$ cat config.mk
export PLATFORM = sky130hd
export DESIGN_NAME = spi_wr
export DESIGN_NICKNAME = d
export VERILOG_FILES = /design/src/rtl/ds1302_pkg.sv /design/src/rtl/signle_pluse.sv /design/src/rtl/spi_wr.sv
export SDC_FILE = /design/constraint.sdc
export NUM_CORES = 1
export LEC_CHECK = 0
export CAP_MARGIN = 0
export CELL_PAD_IN_SITES_DETAIL_PLACEMENT = 1
export CELL_PAD_IN_SITES_GLOBAL_PLACEMENT = 1
export CORE_MARGIN = 2
export CORE_UTILIZATION = 39
export CTS_CLUSTER_SIZE = 16
export DETAILED_ROUTE_END_ITERATION = 6
export PLACE_DENSITY = 0.72
export SLEW_MARGIN = 20
export SYNTH_ARGS = -nofsm -noshare
export SYNTH_HDL_FRONTEND = slang
export SYNTH_SLANG_ARGS = --single-unit
$ cat constraint.sdc
create_clock -name sys_clk -period 2.65 [get_ports sys_clk]
set_clock_uncertainty 0.15 [all_clocks]
set_input_delay 0.53 -clock sys_clk [delete_from_list [all_inputs] [get_ports sys_clk]]
set_output_delay 0.53 -clock sys_clk [all_outputs]
set_load 0.01 [all_outputs]
$ cat src/rtl/ds1302_pkg.sv
// Shared DS1302 serial-write definitions: FSM encodings, frame timing and the
// write-protect frame. WP_WRITE/GAP exist only with DS1302_WR_WP_CLEAR_EN.
package ds1302_pkg;

    localparam int CE_SETUP = 5;
    localparam int BIT_NUM  = 16;
    localparam int CE_HOLD  = 3;
    localparam int CE_GAP   = 4;

    localparam logic [7:0] WP_ADDR = 8'h8E;
    localparam logic [7:0] WP_CLR  = 8'h00;

    localparam int CNT_W = 7;

    // Counter values inside a frame state; the counter is 0 in the first ce-high cycle.
    localparam logic [CNT_W-1:0] BIT_FIRST  = CNT_W'(CE_SETUP - 1);
    localparam logic [CNT_W-1:0] SCLK_FIRST = CNT_W'(CE_SETUP);
    localparam logic [CNT_W-1:0] SCLK_LAST  = CNT_W'(CE_SETUP + 2*(BIT_NUM-1));
    localparam logic [CNT_W-1:0] SHIFT_LAST = CNT_W'(CE_SETUP + 2*(BIT_NUM-2));
    localparam logic [CNT_W-1:0] DATA_LAST  = CNT_W'(CE_SETUP + 2*(BIT_NUM-1) + 1);
    localparam logic [CNT_W-1:0] FRAME_LAST = CNT_W'(CE_SETUP + 2*(BIT_NUM-1) + CE_HOLD);
    // ce stays low through the whole gap (>= tCWH); its length also places the
    // user frame exactly 45 cycles after the write-protect frame.
    localparam logic [CNT_W-1:0] GAP_LAST   = CNT_W'(CE_GAP + 1);

    typedef enum logic [1:0] {
        IDLE     = 2'd0,
        WRITE    = 2'd1
`ifdef DS1302_WR_WP_CLEAR_EN
        ,
        WP_WRITE = 2'd2,
        GAP      = 2'd3
`endif
    } state_t;

    // Wire order is LSB first: command byte, then data; bit 0 forced to write.
    function automatic logic [15:0] wr_frame(input logic [7:0] cmd, input logic [7:0] dat);
        return {dat, cmd[7:1], 1'b0};
    endfunction

endpackage

$ cat src/rtl/signle_pluse.sv
// Rising-edge detector producing a one-cycle pulse, one cycle after the edge.
module signle_pluse (
    input  logic clk,
    input  logic rst_n,
    input  logic in_sig,
    output logic pulse
);

    logic d_q;
    logic d2_q;

    // Reset to the idle level of the input so leaving reset never fires a pulse.
    always_ff @(posedge clk or negedge rst_n) begin
        if (!rst_n) begin
            d_q  <= 1'b1;
            d2_q <= 1'b1;
        end else begin
            d_q  <= in_sig;
            d2_q <= d_q;
        end
    end

    assign pulse = d_q & ~d2_q;

endmodule

$ cat src/rtl/spi_wr.sv
// DS1302 single-register write master: one 16-bit LSB-first frame per start.
// Define DS1302_WR_WP_CLEAR_EN to precede every write with a WP-clear frame.
module spi_wr
    import ds1302_pkg::*;
(
    input  logic       sys_clk,
    input  logic       rst,
    input  logic       wr_start_flag,
    input  logic [7:0] control_data,
    input  logic [7:0] wr_reg_data,
    output logic       sclk,
    output logic       wr_data,
    output logic       ce,
    output logic       inout_en,
    output logic       busy,
    output logic       wr_done
);

    state_t             state_q, state_d;
    logic [CNT_W-1:0]   cnt_q, cnt_d;
    logic [15:0]        shift_q, shift_d;
    logic               txn_q;
    logic               in_frame;
    logic               txn;

`ifdef DS1302_WR_WP_CLEAR_EN
    logic [7:0]         ctrl_q, ctrl_d;
    logic [7:0]         data_q, data_d;
    assign in_frame = (state_q == WRITE) || (state_q == WP_WRITE);
`else
    assign in_frame = (state_q == WRITE);
`endif
    assign txn = (state_q != IDLE);

    always_ff @(posedge sys_clk or negedge rst) begin
        if (!rst) begin
            state_q <= IDLE;
            cnt_q   <= '0;
            shift_q <= '0;
            txn_q   <= 1'b0;
`ifdef DS1302_WR_WP_CLEAR_EN
            ctrl_q  <= '0;
            data_q  <= '0;
`endif
        end else begin
            state_q <= state_d;
            cnt_q   <= cnt_d;
            shift_q <= shift_d;
            txn_q   <= txn;
`ifdef DS1302_WR_WP_CLEAR_EN
            ctrl_q  <= ctrl_d;
            data_q  <= data_d;
`endif
        end
    end

    always_comb begin
        state_d = state_q;
        cnt_d   = cnt_q + 1'b1;
        shift_d = shift_q;
`ifdef DS1302_WR_WP_CLEAR_EN
        ctrl_d  = ctrl_q;
        data_d  = data_q;
`endif
        // Advance to the next bit right after each sclk-high cycle, except the last.
        if (in_frame && cnt_q[0] && cnt_q >= SCLK_FIRST && cnt_q <= SHIFT_LAST)
            shift_d = {1'b0, shift_q[15:1]};

        case (state_q)
            IDLE: begin
                if (wr_start_flag) begin
`ifdef DS1302_WR_WP_CLEAR_EN
                    ctrl_d  = control_data;
                    data_d  = wr_reg_data;
                    shift_d = wr_frame(WP_ADDR, WP_CLR);
                    state_d = WP_WRITE;
`else
                    shift_d = wr_frame(control_data, wr_reg_data);
                    state_d = WRITE;
`endif
                end
            end
            WRITE: begin
                if (cnt_q == FRAME_LAST) state_d = IDLE;
            end
`ifdef DS1302_WR_WP_CLEAR_EN
            WP_WRITE: begin
                if (cnt_q == FRAME_LAST) state_d = GAP;
            end
            GAP: begin
                if (cnt_q == GAP_LAST) begin
                    shift_d = wr_frame(ctrl_q, data_q);
                    state_d = WRITE;
                end
            end
`endif
            default: state_d = IDLE;
        endcase

        if (state_q == IDLE || state_d != state_q) cnt_d = '0;
    end

    // Outputs decode straight from registers so an async reset clears them at once.
    assign ce       = in_frame;
    assign inout_en = ce;
    assign sclk     = in_frame && cnt_q[0] && cnt_q >= SCLK_FIRST && cnt_q <= SCLK_LAST;
    assign wr_data  = in_frame && cnt_q >= BIT_FIRST && cnt_q <= DATA_LAST && shift_q[0];

`ifdef DS1302_WR_WP_CLEAR_EN
    // ce drops during GAP, so completion keys off the whole transaction instead.
    signle_pluse u_done (.clk(sys_clk), .rst_n(rst), .in_sig(~txn), .pulse(wr_done));
`else
    signle_pluse u_done (.clk(sys_clk), .rst_n(rst), .in_sig(~ce), .pulse(wr_done));
`endif

    assign busy = txn | txn_q | wr_done;

endmodule

==> CHANGELOG.md <==
### Changed

- P_clk: 263 uW
- Gate Area: 908 sq um
- Total power: 871 uW
- Root Buffer: clkbuf_8
- Met3 Use GR: 2.85%
- Diodes inserted: 0
- Largest area contributor in the netlist: dfrtp_1
- Vias in the first global route: 1440
- Antenna violations before repair: 0
- Bufs w/o clock: 31
- Met3 wire length: 90 um
- Comb pwr share: 16.2%
- Met1 GRT Util: 20.1%
- CP endpoint kind: primary output
- Synth Seq Share: 40.4%
- Final setup vio count: 0
- CP delay by family, top: buffers and inverters
- Met2 usage: 31.5%
- Flop count: 28
- P_leak: 0.806 nW
- Max-area cell class: multi-input combinational cells
- DRT iter0 DRCs: 61
- Comb gates: 106
- Top reg by flops: shift_q
- Yosys xor share: 2.52%
- Clk tree area frac: 2.68%
- Slowest stage delay, CP: 0.58 ns
- Sw frac: 25.5%
- Sequential power: 467 uW
- CTS tree: done
- Fin. max-slew vios: 0
- Yosys stat area: 1740 sq um
- FF+latch area: 708 sq um
- Layout area overhead: 18.0%
- Slowest cell on crit path: clkdlybuf4s50_1
- Buffering overhead: 14.3%
- Place WS: 0.307 ns
- CTS clk-pin slew, worst paths: 0.09 ns
- Total Wirelength: 3970 um
- Remaining Overflow, GRT: 0
- Cell Type Count: 40
- Largest net degree at the start of global routing: 29
- Ys flop type: dfrtp_1
- Cell-internal power: 649 uW
- # placed instances: 221
- Logic share of the area: 44.3%
- Sinks on Clock Net: 28
- Regs by FF count: shift_q: 16 flops, cnt_q: 7 flops, state_q: 2 flops
- Most common cell in the netlist: dfrtp_1
- Post-DP Area: 1970 sq um
- Measured slew at the worst slew-check pin: 0.615 ns
- Critical Path RT: 1.97 ns
- Top logic family: simple AND/OR/NAND/NOR gates
- Simple-Gate Area Share: 23.6%
- Status: finished, final reports clean
- Adders+Majority by Area: 2.88%
## final timing paths
check                                           from                    end  slack (ns)  depth (start not counted)
worst max-delay path              cnt_q[2]$_DFF_PN0_                   sclk        0.05                          5
worst min register to register  u_done.d_q$_DFF_PN1_  u_done.d2_q$_DFF_PN1_        0.22                          0
max in group asynchronous                        rst  u_done.d2_q$_DFF_PN1_        1.54                          2
worst max register to register    cnt_q[2]$_DFF_PN0_  shift_q[13]$_DFF_PN0_        0.69                          6
min in group asynchronous                        rst  shift_q[11]$_DFF_PN0_        0.48                          2
worst min-delay path            u_done.d_q$_DFF_PN1_  u_done.d2_q$_DFF_PN1_        0.22                          0
## what timing repair did
item / CTS / global route
gates resized: 1 / 6
endpoints found under the setup margin: 1 / 2
setup buffers: 0 / 2
pin swaps: 0 / 1
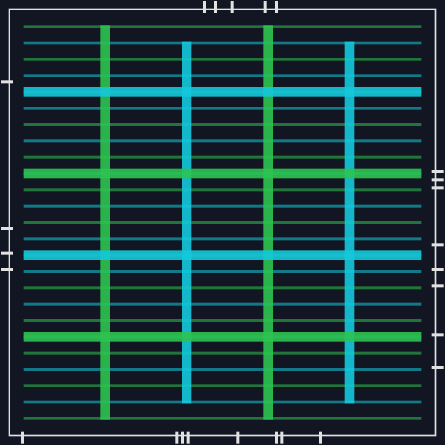
Figure 1: PDN straps and rails.
Scale: 6 px per um. Pins as bars on the die edge.
[cyan] VDD
[green] VSS
met4 straps: 4
met5 straps: 4
signal pins: 25
rows: 24
met1 rails: 25
maximum VDD drop: 0.000221 V
area of the core: 4320 sq um
die width: 70.8 um

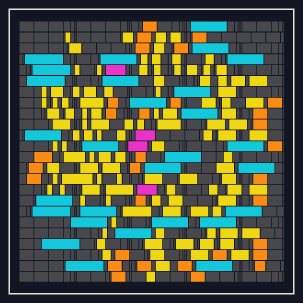
Figure 2: placed cells, one colour a class.
Scale: 4 px per um. Fill, decap, tap and diode cells in grey.
[cyan] sequential cells | cells: 28 | share of their area: 36%
[yellow] remaining logic cells | cells: 112 | share of their area: 47%
[magenta] clock drivers and dummy loads | cells: 4 | share of their area: 2.8%
[orange] remaining buffers and delay cells | cells: 31 | share of their area: 15%
Placement Rows: 24
design area: 2050 sq um
fin util: 47.5%
Seq area share: 34.5%

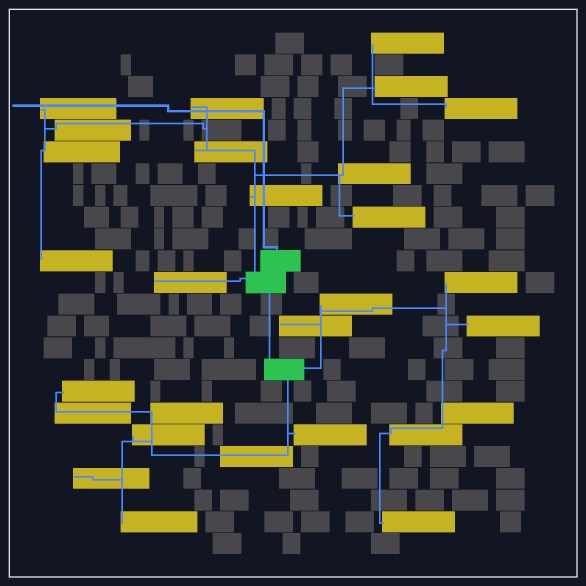
Figure 3: routed clock nets over the placement.
Scale: 8 px per um.
[yellow] flip-flops | count: 28
[blue] clock wires | length: 356 um
[green] clock-net drivers | count: 3
flops lie: all over the die
clock power share: 30.2%
Insertion Delay late pin: 0.27 ns

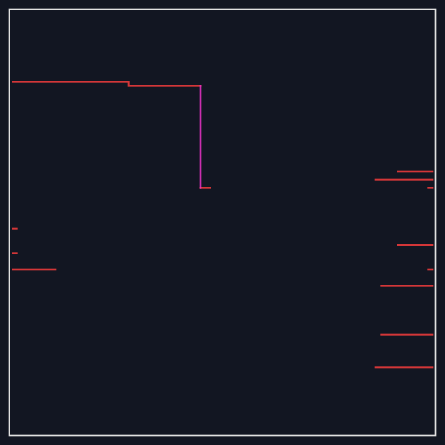
Figure 4: routed metal, one colour a layer.
Scale: 6 px per um. Two of the layers only.
[magenta] M4 | wire length: 17.0 um
[red] M3 | wire length: 90.8 um
routed length per instance: 17.5 um
via count: 1269
All-Layer GR Usage: 16.7%

Power figures rest on the tool's default switching activity, not on a simulated workload.
